File: src/rtl/config_fsm_burst.sv
`default_nettype none
// ============================================================================
// Module      : config_fsm_burst
// Description : Configuration-stream FSM: sync detect, header decode, burst
//               frame sequencing with row select and long frame strobe.
// Revision    : 1.0 - initial release
// ============================================================================
module config_fsm_burst #(
    parameter int          NUMBER_OF_ROWS     = 16,
    parameter int          ROW_SELECT_WIDTH   = 5,
    parameter int          FRAME_BITS_PER_ROW = 32,
    parameter int          DESYNC_FLAG        = 20,
    parameter int          BURST_FLAG         = 21,
    parameter logic [31:0] SYNC_PATTERN       = 32'hFAB0_FAB1,
    parameter int          STROBE_CYCLES      = 2
) (
    input  logic                          CLK,
    input  logic                          resetn,
    input  logic [31:0]                   WriteData,
    input  logic                          WriteStrobe,
    input  logic                          FSM_Reset,
    output logic [FRAME_BITS_PER_ROW-1:0] FrameAddressRegister,
    output logic                          LongFrameStrobe,
    output logic [ROW_SELECT_WIDTH-1:0]   RowSelect,
    output logic                          Synced,
    output logic [15:0]                   FrameCount,
    output logic                          ConfigDone
);

    typedef enum logic [1:0] {
        UNSYNC = 2'd0,
        HEADER = 2'd1,
        COUNT  = 2'd2,
        DATA   = 2'd3
    } state_t;

    localparam logic [ROW_SELECT_WIDTH-1:0] C_ROWS_INIT = ROW_SELECT_WIDTH'(NUMBER_OF_ROWS);
    localparam logic [ROW_SELECT_WIDTH-1:0] C_ROW_NONE  = '1;
    localparam logic [3:0]                  C_STROBE    = 4'(STROBE_CYCLES);

    state_t                          state_q, state_d;
    logic [ROW_SELECT_WIDTH-1:0]     row_cnt_q, row_cnt_d;
    logic [15:0]                     burst_left_q, burst_left_d;
    logic [FRAME_BITS_PER_ROW-1:0]   far_q, far_d;
    logic [15:0]                     frame_count_q, frame_count_d;
    logic [3:0]                      strobe_cnt_q, strobe_cnt_d;
    logic                            config_done_q, config_done_d;
    logic                            fsm_reset_q;

    logic                            w_soft_reset;
    logic                            w_frame_strobe;
    logic [FRAME_BITS_PER_ROW-1:0]   w_far_rot;

    assign w_soft_reset = FSM_Reset & ~fsm_reset_q;

    generate
        if (FRAME_BITS_PER_ROW > 1) begin : g_rot
            assign w_far_rot = {far_q[FRAME_BITS_PER_ROW-2:0], far_q[FRAME_BITS_PER_ROW-1]};
        end else begin : g_no_rot
            assign w_far_rot = far_q;
        end
    endgenerate

    always_comb begin
        state_d        = state_q;
        row_cnt_d      = row_cnt_q;
        burst_left_d   = burst_left_q;
        far_d          = far_q;
        frame_count_d  = frame_count_q;
        strobe_cnt_d   = (strobe_cnt_q != 4'd0) ? strobe_cnt_q - 4'd1 : 4'd0;
        config_done_d  = 1'b0;
        w_frame_strobe = 1'b0;

        // A soft-reset edge wins over any word presented in the same cycle.
        if (w_soft_reset) begin
            state_d      = UNSYNC;
            row_cnt_d    = '0;
            burst_left_d = 16'd0;
        end else if (WriteStrobe) begin
            case (state_q)
                UNSYNC: begin
                    if (WriteData == SYNC_PATTERN) begin
                        state_d = HEADER;
                    end
                end
                HEADER: begin
                    if (WriteData[DESYNC_FLAG]) begin
                        state_d       = UNSYNC;
                        config_done_d = 1'b1;
                    end else begin
                        far_d = WriteData[FRAME_BITS_PER_ROW-1:0];
                        if (WriteData[BURST_FLAG]) begin
                            state_d = COUNT;
                        end else begin
                            burst_left_d = 16'd1;
                            row_cnt_d    = C_ROWS_INIT;
                            state_d      = DATA;
                        end
                    end
                end
                COUNT: begin
                    burst_left_d = (WriteData[15:0] == 16'd0) ? 16'd1 : WriteData[15:0];
                    row_cnt_d    = C_ROWS_INIT;
                    state_d      = DATA;
                end
                DATA: begin
                    row_cnt_d = row_cnt_q - 1'b1;
                    if (row_cnt_q == ROW_SELECT_WIDTH'(1)) begin
                        w_frame_strobe = 1'b1;
                        if (burst_left_q > 16'd1) begin
                            burst_left_d = burst_left_q - 16'd1;
                            far_d        = w_far_rot;
                            row_cnt_d    = C_ROWS_INIT;
                        end else begin
                            state_d = HEADER;
                        end
                    end
                end
                default: state_d = UNSYNC;
            endcase
        end

        // A new frame restarts the long strobe even if one is still running.
        if (w_frame_strobe) begin
            strobe_cnt_d = C_STROBE;
            if (frame_count_q != 16'hFFFF) begin
                frame_count_d = frame_count_q + 16'd1;
            end
        end
    end

    always_ff @(posedge CLK or negedge resetn) begin
        if (!resetn) begin
            state_q       <= UNSYNC;
            row_cnt_q     <= '0;
            burst_left_q  <= 16'd0;
            far_q         <= '0;
            frame_count_q <= 16'd0;
            strobe_cnt_q  <= 4'd0;
            config_done_q <= 1'b0;
            fsm_reset_q   <= 1'b0;
        end else begin
            state_q       <= state_d;
            row_cnt_q     <= row_cnt_d;
            burst_left_q  <= burst_left_d;
            far_q         <= far_d;
            frame_count_q <= frame_count_d;
            strobe_cnt_q  <= strobe_cnt_d;
            config_done_q <= config_done_d;
            fsm_reset_q   <= FSM_Reset;
        end
    end

    assign RowSelect            = (state_q == DATA && WriteStrobe) ? row_cnt_q : C_ROW_NONE;
    assign Synced               = (state_q != UNSYNC);
    assign LongFrameStrobe      = (strobe_cnt_q != 4'd0);
    assign ConfigDone           = config_done_q;
    assign FrameCount           = frame_count_q;
    assign FrameAddressRegister = far_q;

endmodule
`default_nettype wire

File: config.mk
export PLATFORM = sky130hd
export DESIGN_NAME = config_fsm_burst
export DESIGN_NICKNAME = d
export VERILOG_FILES = /design/src/rtl/config_fsm_burst.sv
export SDC_FILE = /design/constraint.sdc
export NUM_CORES = 1
export LEC_CHECK = 0
export CAP_MARGIN = 15
export CORE_ASPECT_RATIO = 0.9
export CORE_MARGIN = 2
export CORE_UTILIZATION = 37
export CTS_CLUSTER_DIAMETER = 30
export DETAILED_ROUTE_END_ITERATION = 6
export GPL_TIMING_DRIVEN = 0
export PLACE_DENSITY = 0.68
export SLEW_MARGIN = 20
export SYNTH_ARGS = -nofsm -noshare
export SYNTH_HDL_FRONTEND = slang
export SYNTH_SLANG_ARGS = --single-unit
export TNS_END_PERCENT = 50
File: constraint.sdc
create_clock -name CLK -period 3.35 [get_ports CLK]
set_clock_uncertainty 0.05 [all_clocks]
set_input_delay 0.8375 -clock CLK [delete_from_list [all_inputs] [get_ports CLK]]
set_output_delay 0.8375 -clock CLK [all_outputs]
set_load 0.005 [all_outputs]
**Run 1: wiring by layer**

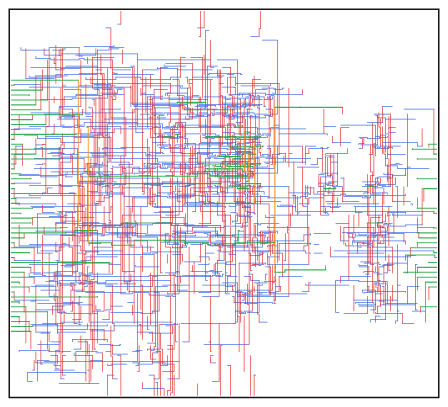
| color | layer | wire length |
|---|---|---|
| red | M2 | 5,190 um |
| blue | M1 | 5,130 um |
| green | M3 | 869 um |
| orange | M4 | 158 um |

**Run 1: placed standard cells**

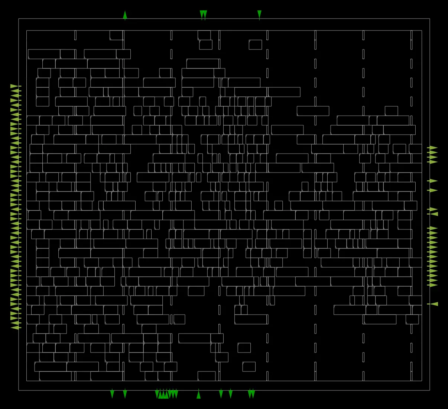
num rows: 37
register share of the cell area: 33.4%
TAP cells: 156
fillers: 1,074

**Run 1: zoomed window**

Window x 39 to 79, y 12 to 52 um. Cells in gray, sequential cells in the stronger gray; small squares are vias.
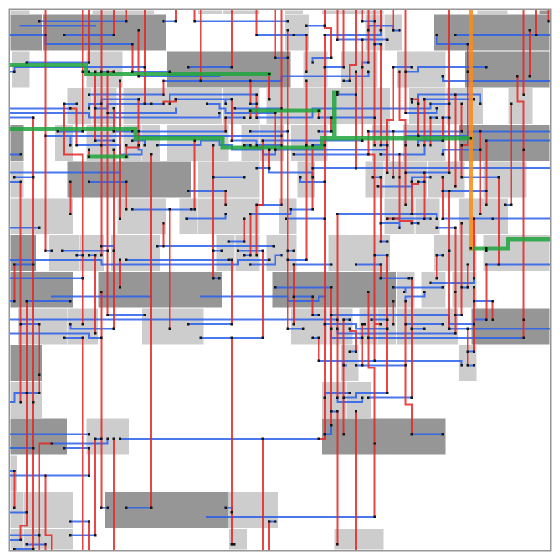
| color | layer |
|---|---|
| green | M3 |
| red | M2 |
| orange | M4 |
| blue | M1 |
most frequent: dfrtp_1 (12), inv_1 (7), nand2_1 (7)
sequential cells in the window: 12
netlist names of flops here include: row_cnt_q (5), burst_left_q (2), state_q (2)
cells with their middle in the window: 83

**Run 1: met3 routing**

Bar = 20 um.
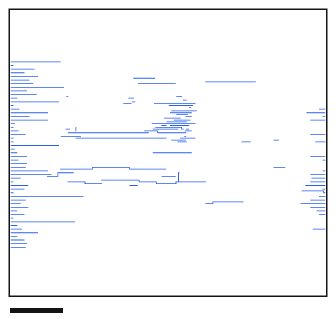
share of all routed wire: 7.7%
longest straight run: 33.8 um
main direction: horizontal

==> deck_impl_summary.md, run 1 <==
Flow Results at a Glance

Hold path
  – Path type of the worst min-delay path: primary input to asynchronous set/reset pin

STA
  – Fin. Hold Viols: 0
  – Tcrit/Tclk final: 94.0%
  – Slew Limit Fails: 0
  – Final Critical Period: around 3.1 ns

Clock network
  – Sink Count: slightly below 80
  – Htree depth: 3

Detailed routing
  – Top routing layer in use: met4
  – DR WL met3: 869 um
  – Final ANT Viol Nets: 0
  – Vias: 3,717
  – TritonRoute pass-1 iters: 6

Setup path
  – Setup crit end kind: register
  – Crit path to: burst_left_q[10]$_DFFE_PN0P_
  – Crit start category: primary input
  – R2R Setup Slk: approximately 0.6 ns
  – CP startpoint: WriteData[20]

Power and ir drop
  – Comb power: 0.00203 W
  – NetSw: 0.00159 W
  – Comb pwr share: 45.4%
  – Seq group: 0.00146 W
  – P_int: approximately 0.0029 W

Synth
  – Synth top cell by count: dfrtp_1
  – Main synth FF type: dfrtp_1
  – Synth Seq Share: 44.4%
  – Post-Syn Area: 4340 um2
  – Floorplan net count: around 460
  – #FFs+latches synth: 77

GRT
  – Gr usage total: 18.6%
  – First-pass GRT wire length: 18,700 um
  – Grt total ovfl: 0
  – Grt peak-use layer: met2

Run
  – MaxCap Viol Count: 0

Placed design
  – PortBufs: 90
  – Post-DP HPWL: 8470 um

Finish
  – Final Util: 50.4%
  – Gate Area: 2270 um2
  – Share of post-route cells with drive strength above 1: 18.9%
  – Area Overhead vs Synth: 32.7%

Run status
  – Status: complete, no violations

Die
  – Chip height: 107 um
[run 1: cells by family after synthesis]
group / synth area share (%)
buf+inv: 3.28
mux: 17.0
fa+ha+maj: 2.59
compound gates: 13.4
simple gates: 15.6
flops: 44.4
xor+xnor: 3.83
[run 1: worst max-delay path: stages]
cell and delay (ns):
clkdlybuf4s50_1 0.49, o21ai_0 0.56, o31ai_1 0.33, a221o_2 0.40, clkbuf_1 0.23, o31ai_1 0.30
o21ai_0 0.13
[run 1: timing repair]
action                                 4_1_cts  5_1_grt
endpoints found under the hold margin        0        0
resized                                      3        0
setup endpoints to repair                    2        2
==> run 2, diff against run 1 <==
--- a/config.mk
+++ b/config.mk
@@ -5,7 +5,7 @@
 export SDC_FILE = /design/constraint.sdc
 export NUM_CORES = 1
 export LEC_CHECK = 0
-export CAP_MARGIN = 15
+export CAP_MARGIN = 20
 export CORE_ASPECT_RATIO = 0.9
 export CORE_MARGIN = 2
 export CORE_UTILIZATION = 37
**Run 2: met3 routing**

Bar = 20 um.
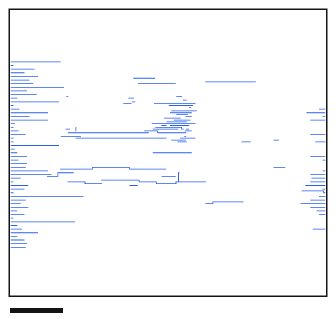
nets with wire on the layer: 107
share of all routed wire: 7.7%
longest straight run: 33.8 um

==> deck_impl_summary.md, run 2 <==
Flow Results at a Glance

Detailed routing
  – Vias: 3,717 (unchanged)
  – TritonRoute pass-1 iters: 6 (unchanged)
  – Final ANT Viol Nets: 0 (unchanged)
  – Avg Vias per Cell: 5.51 (unchanged)

Finish
  – Final Util: 50.4% (unchanged)
  – Multi-input gates: 303 (unchanged)
  – Area Overhead vs Synth: 32.7% (unchanged)
  – Inverters, non-clock: 17 (unchanged)
  – Register share of the cell area: 33.4% (unchanged)
  – Gate Area: 2270 um2 (unchanged)
  – Leading cell category by total area: combinational gates (unchanged)
  – Fillers: 1,074 (unchanged)
  – Clock network area share: 5.23% (unchanged)
  – Max FFs per register: 32 (unchanged)
  – Share of post-route cells with drive strength above 1: 18.9% (unchanged)
  – Most frequent logic cell in the layout: clkdlybuf4s50_1 (unchanged)
  – Most frequent cells in the layout: clkdlybuf4s50_1 (89), dfrtp_1 (77), mux2_2 (61) (unchanged)

Setup path
  – Sequence of cells on the critical path: clkdlybuf4s50_1, o21ai_0, o31ai_1, a221o_2, clkbuf_1, o31ai_1, o21ai_0 (unchanged)
  – R2R Setup Slk: 0.60 ns (about the same)
  – Worst path max stage delay: 0.56 ns (about the same)
  – Critical path arrival: 3.29 ns (about the same)
  – Setup crit end kind: register (unchanged)
  – Crit start category: primary input (unchanged)
  – Crit path to: burst_left_q[10]$_DFFE_PN0P_ (unchanged)
  – CP startpoint: WriteData[20] (unchanged)
  – Critical path's slowest cell: o21ai_0 (unchanged)
  – R2R cell count: 5 (unchanged)

Clock network
  – Sink Count: 77 (unchanged)
  – Post-cts repair resize count: 3 (unchanged)
  – Htree depth: 3 (unchanged)

GRT
  – Vias in the first global route: 3,660 (unchanged)
  – Gr usage total: 18.6% (unchanged)
  – First-pass GRT wire length: 18,700 um (unchanged)
  – Grt peak-use layer: met2 (unchanged)
  – Grt total ovfl: 0 (unchanged)

Power and ir drop
  – Seq group: 0.00146 W (about the same)
  – Comb pwr share: 45.4% (about the same)
  – P_int: 0.00288 W (unchanged)
  – Switching Fraction: 35.6% (unchanged)
  – Comb power: 0.00203 W (about the same)
  – Top Consumer: combinational cells (unchanged)
  – NetSw: 0.00159 W (unchanged)

STA
  – Hold slack: 0.383 ns (unchanged)
  – Tightest Pin Transition: 1.00 ns (unchanged)
  – Final Critical Period: 3.15 ns (unchanged)
  – Slew Limit Fails: 0 (unchanged)
  – Peak Freq: 317 MHz (unchanged)
  – Fin. Hold Viols: 0 (unchanged)
  – Tcrit/Tclk final: 94.0% (unchanged)

Die
  – TAP cells: 156 (unchanged)
  – Num rows: 37 (unchanged)
  – Chip height: 107 um (unchanged)

Synth
  – Synth top cell by count: dfrtp_1 (unchanged)
  – Synth Seq Share: 44.4% (unchanged)
  – Main synth FF type: dfrtp_1 (unchanged)
  – Floorplan net count: 457 (unchanged)
  – #FFs+latches synth: 77 (unchanged)
  – Mean Syn Cell Area: 10.5 um2 (unchanged)
  – Post-Syn Area: 4340 um2 (unchanged)

Placed design
  – PortBufs: 90 (unchanged)
  – Post-DP HPWL: 8470 um (unchanged)

Run status
  – Status: complete, no violations (unchanged)

Hold path
  – Path type of the worst min-delay path: primary input to asynchronous set/reset pin (unchanged)

Run
  – MaxCap Viol Count: 0 (unchanged)
**Run 2: zoomed window**

Window x 39 to 79, y 12 to 52 um. Cells in gray, sequential cells in the stronger gray; small squares are vias.
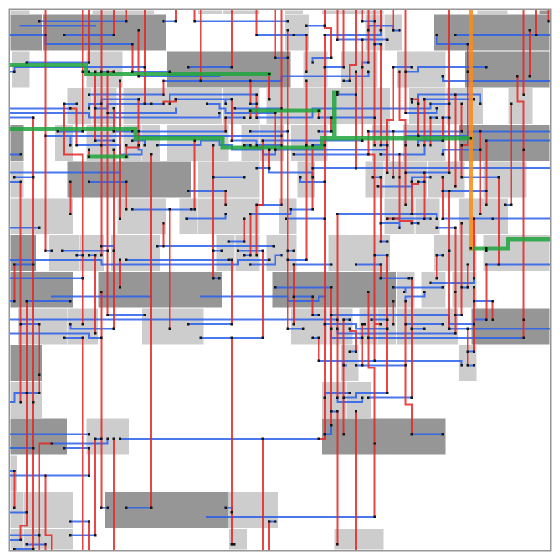
| color | layer |
|---|---|
| orange | M4 |
| blue | M1 |
| green | M3 |
| red | M2 |
sequential cells in the window: 12
most frequent: dfrtp_1 (12), inv_1 (7), nand2_1 (7)
cells with their middle in the window: 83
netlist names of flops here include: row_cnt_q (5), burst_left_q (2), state_q (2)

[run 2: cell counts in the layout (fill, tap and decap cells not counted)]
No cell type changed its count.
[run 2: critical path: cells and delay by family]
family / cells / cell delay [ns]
compound gates: 5 / 1.72
buf+inv: 2 / 0.72
[run 2: cells by family after synthesis]
kind of cell,synth area share (%)
xor gates and xnor gates,3.83
AOI/OAI and AO/OA,13.4
and+or+nand+nor,15.6
muxes,17.0
adders and majority gates,2.59
DFF,44.4
buffers and inverters,3.28
[run 2: routing by layer]
layer | wire length [um] | vias to the layer above | share of wire, %
met5 | 0 | - | 0
met4 | 157 | 0 | 1.4
met3 | 869 | 16 | 7.7
met2 | 5190 | 161 | 46
met1 | 5130 | 1816 | 45
li1 | - | 1724 | -
Power and IR drop assume default switching activity.
